### config.mk
export PLATFORM = sky130hd
export DESIGN_NAME = hazard_control_unit
export DESIGN_NICKNAME = d
export VERILOG_FILES = /design/src/rtl/core_ctrl_pkg.sv /design/src/rtl/sat_counter.sv /design/src/rtl/hazard_control_unit.sv
export SDC_FILE = /design/constraint.sdc
export NUM_CORES = 1
export LEC_CHECK = 0
export CAP_MARGIN = 5
export CORE_MARGIN = 2
export CORE_UTILIZATION = 30
export DETAILED_ROUTE_END_ITERATION = 12
export GPL_ROUTABILITY_DRIVEN = 1
export PLACE_DENSITY = 0.56
export SLEW_MARGIN = 20
export SYNTH_ARGS = -nofsm -noshare
export SYNTH_HDL_FRONTEND = slang
export SYNTH_SLANG_ARGS = --single-unit
### constraint.sdc
create_clock -name clk -period 2.3 [get_ports clk]
set_input_delay 0.23 -clock clk [delete_from_list [all_inputs] [get_ports clk]]
set_output_delay 0.23 -clock clk [all_outputs]
set_load 0.01 [all_outputs]
### src/rtl/core_ctrl_pkg.sv
// rtl/core_ctrl_pkg.sv - shared pipeline-control types, constants and hazard helper
package core_ctrl_pkg;

    // Divider sequencing state
    typedef enum logic {
        DIV_IDLE = 1'b0,
        DIV_BUSY = 1'b1
    } div_state_e;

    // Instruction word the stage registers load on a flush or bubble (addi x0, x0, 0)
    localparam logic [31:0] NOP_INSTR = 32'h00000013;

    // True when the ID instruction reads the register a load in EX is about to write.
    // x0 is never a real dependency.
    function automatic logic load_use_hazard(
        input logic [4:0] rs1,
        input logic [4:0] rs2,
        input logic       rs1_used,
        input logic       rs2_used,
        input logic [4:0] rd,
        input logic       mem_read
    );
        return mem_read && (rd != 5'd0) &&
               ((rs1_used && (rs1 == rd)) || (rs2_used && (rs2 == rd)));
    endfunction

endpackage

### src/rtl/sat_counter.sv
// rtl/sat_counter.sv - saturating up-counter for performance monitoring
//
// Ports:
//   clk    core clock
//   rst_n  synchronous active-low reset, clears the count
//   inc    count this cycle
//   count  current value; sticks at all-ones
module sat_counter #(
    parameter int CNT_W = 32
) (
    input  logic             clk,
    input  logic             rst_n,
    input  logic             inc,
    output logic [CNT_W-1:0] count
);

    logic [CNT_W-1:0] count_q;
    logic [CNT_W-1:0] count_d;

    always_comb begin
        count_d = count_q;
        if (inc && (count_q != {CNT_W{1'b1}})) begin
            count_d = count_q + {{(CNT_W-1){1'b0}}, 1'b1};
        end
    end

    always_ff @(posedge clk) begin
        if (!rst_n) begin
            count_q <= '0;
        end else begin
            count_q <= count_d;
        end
    end

    assign count = count_q;

endmodule

### src/rtl/hazard_control_unit.sv
// rtl/hazard_control_unit.sv - stall/flush/bubble sequencer for the 5-stage core
//
// Ports:
//   clk, rst_n                         clock, synchronous active-low reset
//   rs1_id, rs2_id, rs1_used_id,
//   rs2_used_id                        source operands of the ID instruction
//   rd_ex, mem_read_ex                 destination / load flag of the EX instruction
//   div_req_ex, div_done               divide request in EX, divider completion pulse
//   branch_taken_ex, branch_target_ex  control-flow redirect from EX
//   icache_miss, dcache_miss           fetch not ready / MEM access not complete
//   stall_*                            hold the named pipeline register
//   flush_if_id, flush_id_ex           load NOP into IF/ID, ID/EX
//   bubble_ex_mem, bubble_mem_wb       load NOP into EX/MEM, MEM/WB
//   div_start                          one-cycle divider start
//   redirect_valid, redirect_pc        PC redirect
//   stall_cycles, flush_count          saturating performance counters
module hazard_control_unit
    import core_ctrl_pkg::*;
#(
    parameter int XLEN  = 32,
    parameter int CNT_W = 32
) (
    input  logic             clk,
    input  logic             rst_n,
    input  logic [4:0]       rs1_id,
    input  logic [4:0]       rs2_id,
    input  logic             rs1_used_id,
    input  logic             rs2_used_id,
    input  logic [4:0]       rd_ex,
    input  logic             mem_read_ex,
    input  logic             div_req_ex,
    input  logic             div_done,
    input  logic             branch_taken_ex,
    input  logic [XLEN-1:0]  branch_target_ex,
    input  logic             icache_miss,
    input  logic             dcache_miss,
    output logic             stall_pc,
    output logic             stall_if_id,
    output logic             stall_id_ex,
    output logic             stall_ex_mem,
    output logic             flush_if_id,
    output logic             flush_id_ex,
    output logic             bubble_ex_mem,
    output logic             bubble_mem_wb,
    output logic             div_start,
    output logic             redirect_valid,
    output logic [XLEN-1:0]  redirect_pc,
    output logic [CNT_W-1:0] stall_cycles,
    output logic [CNT_W-1:0] flush_count
);

    div_state_e      state_q, state_d;
    logic            pend_q, pend_d;
    logic [XLEN-1:0] pend_pc_q, pend_pc_d;

    logic freeze;
    logic div_stall;
    logic load_use;
    logic branch_live;

    assign freeze      = dcache_miss;
    assign div_stall   = ((state_q == DIV_IDLE) && div_req_ex) ||
                         ((state_q == DIV_BUSY) && !div_done);
    assign load_use    = load_use_hazard(rs1_id, rs2_id, rs1_used_id, rs2_used_id,
                                         rd_ex, mem_read_ex);
    assign branch_live = branch_taken_ex && !freeze;

    always_comb begin
        stall_pc       = 1'b0;
        stall_if_id    = 1'b0;
        stall_id_ex    = 1'b0;
        stall_ex_mem   = 1'b0;
        flush_if_id    = 1'b0;
        flush_id_ex    = 1'b0;
        bubble_ex_mem  = 1'b0;
        bubble_mem_wb  = 1'b0;
        div_start      = 1'b0;
        redirect_valid = 1'b0;
        state_d        = state_q;
        pend_d         = pend_q;
        pend_pc_d      = pend_pc_q;

        // A live branch always drives its own target, even over a pending one.
        redirect_pc = (pend_q && !branch_live) ? pend_pc_q : branch_target_ex;

        // Completion releases the divide in the same cycle; a completion seen
        // during a freeze is dropped, the divider keeps div_done high instead.
        if (!freeze && (state_q == DIV_BUSY) && div_done) begin
            state_d = DIV_IDLE;
        end

        if (freeze) begin
            stall_pc      = 1'b1;
            stall_if_id   = 1'b1;
            stall_id_ex   = 1'b1;
            stall_ex_mem  = 1'b1;
            bubble_mem_wb = 1'b1;
        end else if (div_stall) begin
            stall_pc      = 1'b1;
            stall_if_id   = 1'b1;
            stall_id_ex   = 1'b1;
            bubble_ex_mem = 1'b1;
            if (state_q == DIV_IDLE) begin
                div_start = 1'b1;
                state_d   = DIV_BUSY;
            end
        end else if (branch_taken_ex || pend_q) begin
            // IF/ID keeps flushing until the redirect is actually taken, so
            // wrong-path fetches returned by the miss never reach ID.
            flush_if_id = 1'b1;
            if (branch_taken_ex) begin
                flush_id_ex = 1'b1;
                pend_pc_d   = branch_target_ex;
                if (icache_miss) begin
                    pend_d = 1'b1;
                end else begin
                    redirect_valid = 1'b1;
                    pend_d         = 1'b0;
                end
            end else if (!icache_miss) begin
                redirect_valid = 1'b1;
                pend_d         = 1'b0;
            end
        end else if (load_use) begin
            // Also covers a concurrent I-miss: holding IF/ID wins over flushing it.
            stall_pc    = 1'b1;
            stall_if_id = 1'b1;
            flush_id_ex = 1'b1;
        end else if (icache_miss) begin
            stall_pc    = 1'b1;
            flush_if_id = 1'b1;
        end
    end

    always_ff @(posedge clk) begin
        if (!rst_n) begin
            state_q   <= DIV_IDLE;
            pend_q    <= 1'b0;
            pend_pc_q <= '0;
        end else begin
            state_q   <= state_d;
            pend_q    <= pend_d;
            pend_pc_q <= pend_pc_d;
        end
    end

    sat_counter #(.CNT_W(CNT_W)) u_stall_cnt (
        .clk   (clk),
        .rst_n (rst_n),
        .inc   (stall_pc),
        .count (stall_cycles)
    );

    sat_counter #(.CNT_W(CNT_W)) u_flush_cnt (
        .clk   (clk),
        .rst_n (rst_n),
        .inc   (flush_id_ex),
        .count (flush_count)
    );

endmodule

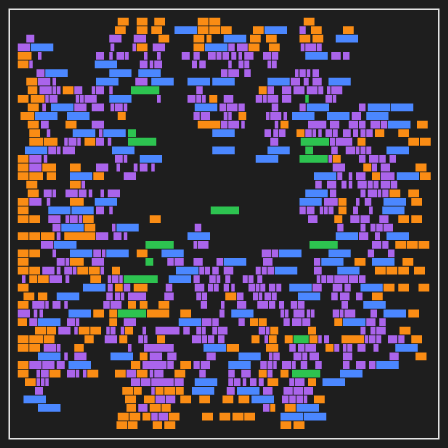
(run_1/cell_classes.png)
| color | class | cells |
|---|---|---|
| purple | all other logic | 471 |
| blue | flip-flops | 98 |
| green | clock drivers and dummy loads | 15 |
| orange | other buffers and delay cells | 209 |
fraction of area in registers: 0.254
num rows: 48

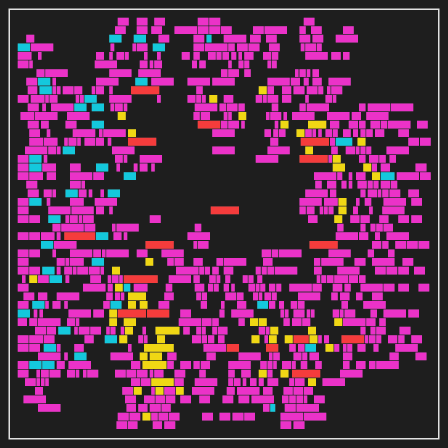
(run_1/drive_strength.png)
| color | size | cells |
|---|---|---|
| yellow | drive 3 to 4 | 53 |
| magenta | drive 1 or less | 682 |
| cyan | drive 2 | 41 |
| red | drive 6 and up | 17 |

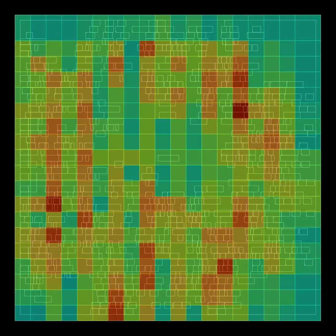
(run_1/final_congestion.png)
Total GRT Usage: 0.160
met1 track demand over resource in global routing: 0.208

==> impl_metrics.env, run 1 <==
# source this file to load flow results
export IMPL_outcome="finished clean"
export IMPL_post_route_drc_count=0
export IMPL_design_power_total_mw=3.86
export IMPL_crit_type="primary input to primary output"
export IMPL_critical_path_endpoint="redirect_pc[29]"
export IMPL_buffers_inverters_on_critical_path=3
export IMPL_vias_in_the_first_global_route=4696
export IMPL_count_of_library_flops_with_an_enable_pin=0
export IMPL_part_of_the_yosys_area_used_for_sequential_elements=0.378
export IMPL_rr_worst_depth=8
export IMPL_highest_signal_layer="met4"
export IMPL_met2RoutedLength_um=6560
export IMPL_required_time_of_the_worst_setup_path_ps=2070
export IMPL_place_area_um2=7300
export IMPL_unrepaired_setup_endpoints_after_global_routing="false"
export IMPL_holdCritStartpoint="dcache_miss"
export IMPL_met1_wl_um=6930
export IMPL_synth_cells_yosys=602
export IMPL_most_frequently_used_flop_master_after_synthesis="dfxtp_1"
export IMPL_min_delay_path_class="primary input to flop"
export IMPL_synth_net_count=661
export IMPL_final_setup_viol_count=0
export IMPL_cts_tree="yes"
export IMPL_die_footprint_um2=18400
export IMPL_final_cell_count_no_fill=1018
export IMPL_max_slew_margin_rel=0.627
export IMPL_worst_path_dominant_cell_family="buffers and inverters"
export IMPL_finish_utilization=0.450
export IMPL_num_vias=4856
export IMPL_crit_cells=6
export IMPL_fill_cells=1644
export IMPL_dp_worst_setup_slack_ps=-339
export IMPL_finalHoldWorstSlack_ps=412
export IMPL_drt_vias_per_instance=4.77
export IMPL_drt_pre_antenna_iters=5
export IMPL_number_of_antenna_violations_at_the_first_check_in_global_routing=0
export IMPL_clkTransAtPathRegs_ps=70
export IMPL_layout_cells_most_common_list="clkdlybuf4s50_1, nand2_1, dfxtp_1"
export IMPL_first_pass_grt_wire_length_um=23700
export IMPL_ys_warn_count=0
export IMPL_ff2ff_setup_slack_ps=190
export IMPL_power_static_leakage_nw=3.19
export IMPL_crit_chain="clkdlybuf4s50_1 > nand2_2 > nand2_4 > buf_12 > mux2_2 > clkdlybuf4s50_1"
export IMPL_max_clock_freq_mhz=447
export IMPL_port_buffers=162
export IMPL_antenna_diode_count=0
export IMPL_worstSetupStartpoint="branch_taken_ex"
export IMPL_setup_ws_ps=61.2
export IMPL_ant_nets=0
export IMPL_ios=163
export IMPL_postCtsHoldBufs=0
export IMPL_critical_path_slowest_cell="clkdlybuf4s50_1"
export IMPL_maxCapViolCount=0
export IMPL_synthDistinctLibCells=40
export IMPL_grt_util_met3=0.0505
export IMPL_synth_area_top_cells="dfxtp_1, nand2_1, mux2_2"
export IMPL_globalRouteOverflowTotal=0
export IMPL_cp_arrival_ps=2010
export IMPL_clock_path_buffers=2
export IMPL_worst_skew_pair_late_latency_ps=350
export IMPL_hpwl_after_detailed_placement_um=10600
export IMPL_drt_first_iter_violations=192
export IMPL_busiest_layer="met2"
export IMPL_hold_viol_final=0
export IMPL_final_period_minus_worst_setup_slack_ps=2240
export IMPL_gr_usage_met2=0.254
export IMPL_mi_logic_area_um2=3100
export IMPL_htree_levels=3
export IMPL_ys_ff=98
export IMPL_crit_reg2reg_capture="u_flush_cnt.count[24]$_SDFFE_PN0P_"
export IMPL_worst_slew_pin_transition_ps=560
export IMPL_initial_core_util=0.303
export IMPL_totalNegativeSetupSlack_ps=0
export IMPL_final_layout_size_suffix_gt1_frac=0.140
export IMPL_final_cell_area_um2=7710
export IMPL_synthDominantCellAreaShare=0.378
export IMPL_drt_total_wl_um=14700
export IMPL_finalWeightedCongestion=0.801
export IMPL_finalMaxSlewViolations=0
export IMPL_warnings=26
export IMPL_ys_async_sr_fraction=0
export IMPL_fin_nets=848
export IMPL_clock_sinks=98
export IMPL_powerDensity_nw_per_um2=500
export IMPL_die_height_um=136
export IMPL_vdd_drop_max_mv=0.329
export IMPL_path_common_cell="clkdlybuf4s50_1"
export IMPL_critical_path_max_stage_delay_ps=540
export IMPL_holdPathStages=3
export IMPL_critPathLaunchType="primary input"
export IMPL_clock_root_buffer="clkbuf_16"
export IMPL_placeableCoreArea_um2=17100
export IMPL_die_extent_in_x_um=136
export IMPL_route_detailed_wl_per_inst_um=14.4
export IMPL_syn2layout_area_growth_pct=48.4
export IMPL_grt_max_degree=53
export IMPL_synth_largest_area_cell="dfxtp_1"
export IMPL_syn_avg_cell_area_um2=8.63
export IMPL_detailroute_wirelength_met3_um=1000
export IMPL_cp_max_fo=16
export IMPL_placedCellCount=999
export IMPL_fin_skew_ps=10.1
export IMPL_post_synthesis_cell_area_um2=5190
export IMPL_cp_end_kind="primary output"
export IMPL_post_synth_inst_count=602
export IMPL_hold_end="state_q$_SDFF_PN0_"
export IMPL_final_common_cell="clkdlybuf4s50_1"
export IMPL_worst_reg2reg_path_startpoint="u_flush_cnt.count[1]$_SDFFE_PN0P_"
export IMPL_final_min_period_over_clock_period=0.973
export IMPL_numCtsBuffers=9
export IMPL_synth_area_yosys_um2=5190
export IMPL_regArea_um2=1960
-- run 1: tightest hold or removal path, stage by stage --
cell,delay (ps)
dlygate4sd2_1,290
nor3_2,90
nor2_1,120
-- run 1: report_power, final --
part	internal, mW	switching (mW)	total, mW
logic	0.319	0.247	0.566
clock network	0.868	0.669	1.54
registers	1.73	0.0229	1.75
total	2.92	0.939	3.86
-- run 1: cell families (layout without fill, tap and decap cells) --
logic type / count (synthesis) / in the layout / synth area share
buffers and inverters: 41 / 232 / 0.0359
AOI/OAI and AO/OA: 57 / 57 / 0.0884
DFF: 98 / 98 / 0.378
muxes: 45 / 45 / 0.0944
xor gates and xnor gates: 52 / 52 / 0.0877
adders and majority gates: 2 / 2 / 0.00482
and+or+nand+nor: 307 / 307 / 0.311
-- run 1: cells in the mapped netlist (all sizes together), types with 9 or more instances --
cell type,instances
nor4,10
nand3,33
nand4,12
mux2i,13
buf,14
and3,11
clkbuf,19
and4,13
mux2,32
o21ai,9
xor2,37
a21boi,40
xnor2,15
nand2,107
nor3,30
dfxtp,98
nand2b,15
nor2,13
and2,45
-- run 1: area by class of cell --
| class | instances | share of cell area |
|---|---|---|
| sequential | 98 | 0.254 |
| clock inverter | 4 | 0.00682 |
| clock buffer | 11 | 0.0315 |
| inverter | 8 | 0.00389 |
| multi-input combinational | 463 | 0.402 |
| timing repair buffer | 209 | 0.265 |
| tap | 225 | 0.0365 |
-- run 1: what timing repair did --
action | 4_1_cts | 5_1_grt
setup endpoints to repair | 36 | 39
cloned | 1 | 0
pin swaps | 5 | 0
setup buffers | 3 | 0
gates resized | 22 | 19
-- run 1: state kept, by name, summed over array words and instances, names as in the netlist --
name               cells
pend_pc_q             32
u_flush_cnt.count     32
u_stall_cnt.count     32
pend_q                 1
state_q                1
==> run 2: changes to the inputs <==
--- a/config.mk
+++ b/config.mk
@@ -10,6 +10,7 @@
 export CORE_UTILIZATION = 30
 export DETAILED_ROUTE_END_ITERATION = 12
 export GPL_ROUTABILITY_DRIVEN = 1
+export HOLD_SLACK_MARGIN = 0.06
 export PLACE_DENSITY = 0.56
 export SLEW_MARGIN = 20
 export SYNTH_ARGS = -nofsm -noshare
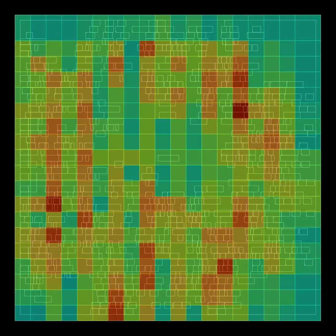
(run_2/final_congestion.png)
busiest layer in global routing: met2
global routing usage on met3: 0.0505
met2 Track Usage GR: 0.254
final core utilization: 0.450

==> impl_metrics.env, run 2 <==
# source this file to load flow results
export IMPL_outcome="finished clean"
export IMPL_count_of_library_flops_with_an_enable_pin=0
export IMPL_num_vias=4856
export IMPL_hold_end="state_q$_SDFF_PN0_"
export IMPL_finalHoldWorstSlack_ps=412
export IMPL_max_slew_margin_rel=0.627
export IMPL_die_footprint_um2=18400
export IMPL_synthDistinctLibCells=40
export IMPL_antenna_diode_count=0
export IMPL_warnings=26
export IMPL_maxCapViolCount=0
export IMPL_initial_core_util=0.303
export IMPL_hold_viol_final=0
export IMPL_required_time_of_the_worst_setup_path_ps=2070
export IMPL_clock_path_buffers=2
export IMPL_clkTransAtPathRegs_ps=70
export IMPL_grt_max_degree=53
export IMPL_postCtsHoldBufs=0
export IMPL_buffers_inverters_on_critical_path=3
export IMPL_max_clock_freq_mhz=447
export IMPL_critical_path_slowest_cell="clkdlybuf4s50_1"
export IMPL_p_clk_frac=0.399
export IMPL_die_height_um=136
export IMPL_syn_avg_cell_area_um2=8.63
export IMPL_post_synthesis_cell_area_um2=5190
export IMPL_ant_nets=0
export IMPL_globalRouteOverflowTotal=0
export IMPL_worst_path_dominant_cell_family="buffers and inverters"
export IMPL_layout_cells_most_common_list="clkdlybuf4s50_1, nand2_1, dfxtp_1"
export IMPL_unrepaired_setup_endpoints_after_global_routing="false"
export IMPL_sw_ratio=0.244
export IMPL_final_min_period_over_clock_period=0.973
export IMPL_crit_type="primary input to primary output"
export IMPL_fin_skew_ps=10.1
export IMPL_cp_arrival_ps=2010
export IMPL_final_period_minus_worst_setup_slack_ps=2240
export IMPL_drt_vias_per_instance=4.77
export IMPL_cp_max_fo=16
export IMPL_final_common_cell="clkdlybuf4s50_1"
export IMPL_drt_first_iter_violations=192
export IMPL_final_cell_area_um2=7710
export IMPL_synth_net_count=661
export IMPL_route_detailed_wl_per_inst_um=14.4
export IMPL_most_frequently_used_flop_master_after_synthesis="dfxtp_1"
export IMPL_totalNegativeSetupSlack_ps=0
export IMPL_clk_power_mw=1.54
export IMPL_clock_sinks=98
export IMPL_min_delay_path_class="primary input to flop"
export IMPL_synth_area_top_cells="dfxtp_1, nand2_1, mux2_2"
export IMPL_path_common_cell="clkdlybuf4s50_1"
export IMPL_port_buffers=162
export IMPL_clock_root_buffer="clkbuf_16"
export IMPL_first_pass_grt_wire_length_um=23700
export IMPL_ys_async_sr_fraction=0
export IMPL_worst_reg2reg_path_startpoint="u_flush_cnt.count[1]$_SDFFE_PN0P_"
export IMPL_cts_tree="yes"
export IMPL_synthDominantCellAreaShare=0.378
export IMPL_rows=48
export IMPL_pwr_group_combinational_mw=0.566
export IMPL_worst_skew_pair_late_latency_ps=350
export IMPL_fill_cells=1644
export IMPL_numCtsBuffers=9
export IMPL_netSwitchingPower_mw=0.939
export IMPL_critPathLaunchType="primary input"
export IMPL_place_area_um2=7300
export IMPL_ios=163
export IMPL_use_met1=0.208
export IMPL_ys_warn_count=0
export IMPL_final_cell_count_no_fill=1018
export IMPL_number_of_antenna_violations_at_the_first_check_in_global_routing=0
export IMPL_power_sequential_fraction=0.454
-- run 2: cells by family (layout without fill, tap and decap cells) --
kind of cell / count (synthesis) / in the layout / synth area share
mux: 45 / 45 / 0.0944
compound gates: 57 / 57 / 0.0884
simple gates: 307 / 307 / 0.311
flops: 98 / 98 / 0.378
buf+inv: 41 / 232 / 0.0359
xor+xnor: 52 / 52 / 0.0877
fa+ha+maj: 2 / 2 / 0.00482
-- run 2: through the flow --
stage               utilization  setup WS [ps]
floorplan                     -            224
global placement          0.427           -241
detailed placement        0.427           -339
CTS                       0.447           20.9
global route              0.450           10.3
finish                    0.450           61.2
-- run 2: metal layers --
metal / share of wire / routed length, µm / up-vias
met5: 0 / 0 / -
met4: 0.012 / 178 / 0
met3: 0.068 / 1000 / 14
met2: 0.45 / 6560 / 121
met1: 0.47 / 6930 / 2281
li1: - / - / 2440
-- run 2: worst max path at each step --
stage                                 startpoint                                end  depth (start not counted)
2_1_floorplan  u_stall_cnt.count[2]$_SDFFE_PN0P_  u_stall_cnt.count[0]$_SDFFE_PN0P_                          9
3_3_place_gp                            rd_ex[2]                        flush_id_ex                          6
3_5_place_dp                            rd_ex[0]  u_flush_cnt.count[3]$_SDFFE_PN0P_                         10
4_1_cts                          branch_taken_ex                    redirect_pc[12]                          6
5_1_grt                                 rd_ex[0]  u_stall_cnt.count[7]$_SDFFE_PN0P_                         11
6_report                         branch_taken_ex                    redirect_pc[29]                          6
-- run 2: final cells by class --
type                    count  area, µm²  share of cell area
clock inverters             4       52.6             0.00682
multi-input cells         463       3100               0.402
clock buffers              11        243              0.0315
inverters                   8       30.0             0.00389
repair buffers            209       2040               0.265
well taps                 225        282              0.0365
flip-flops and latches     98       1960               0.254
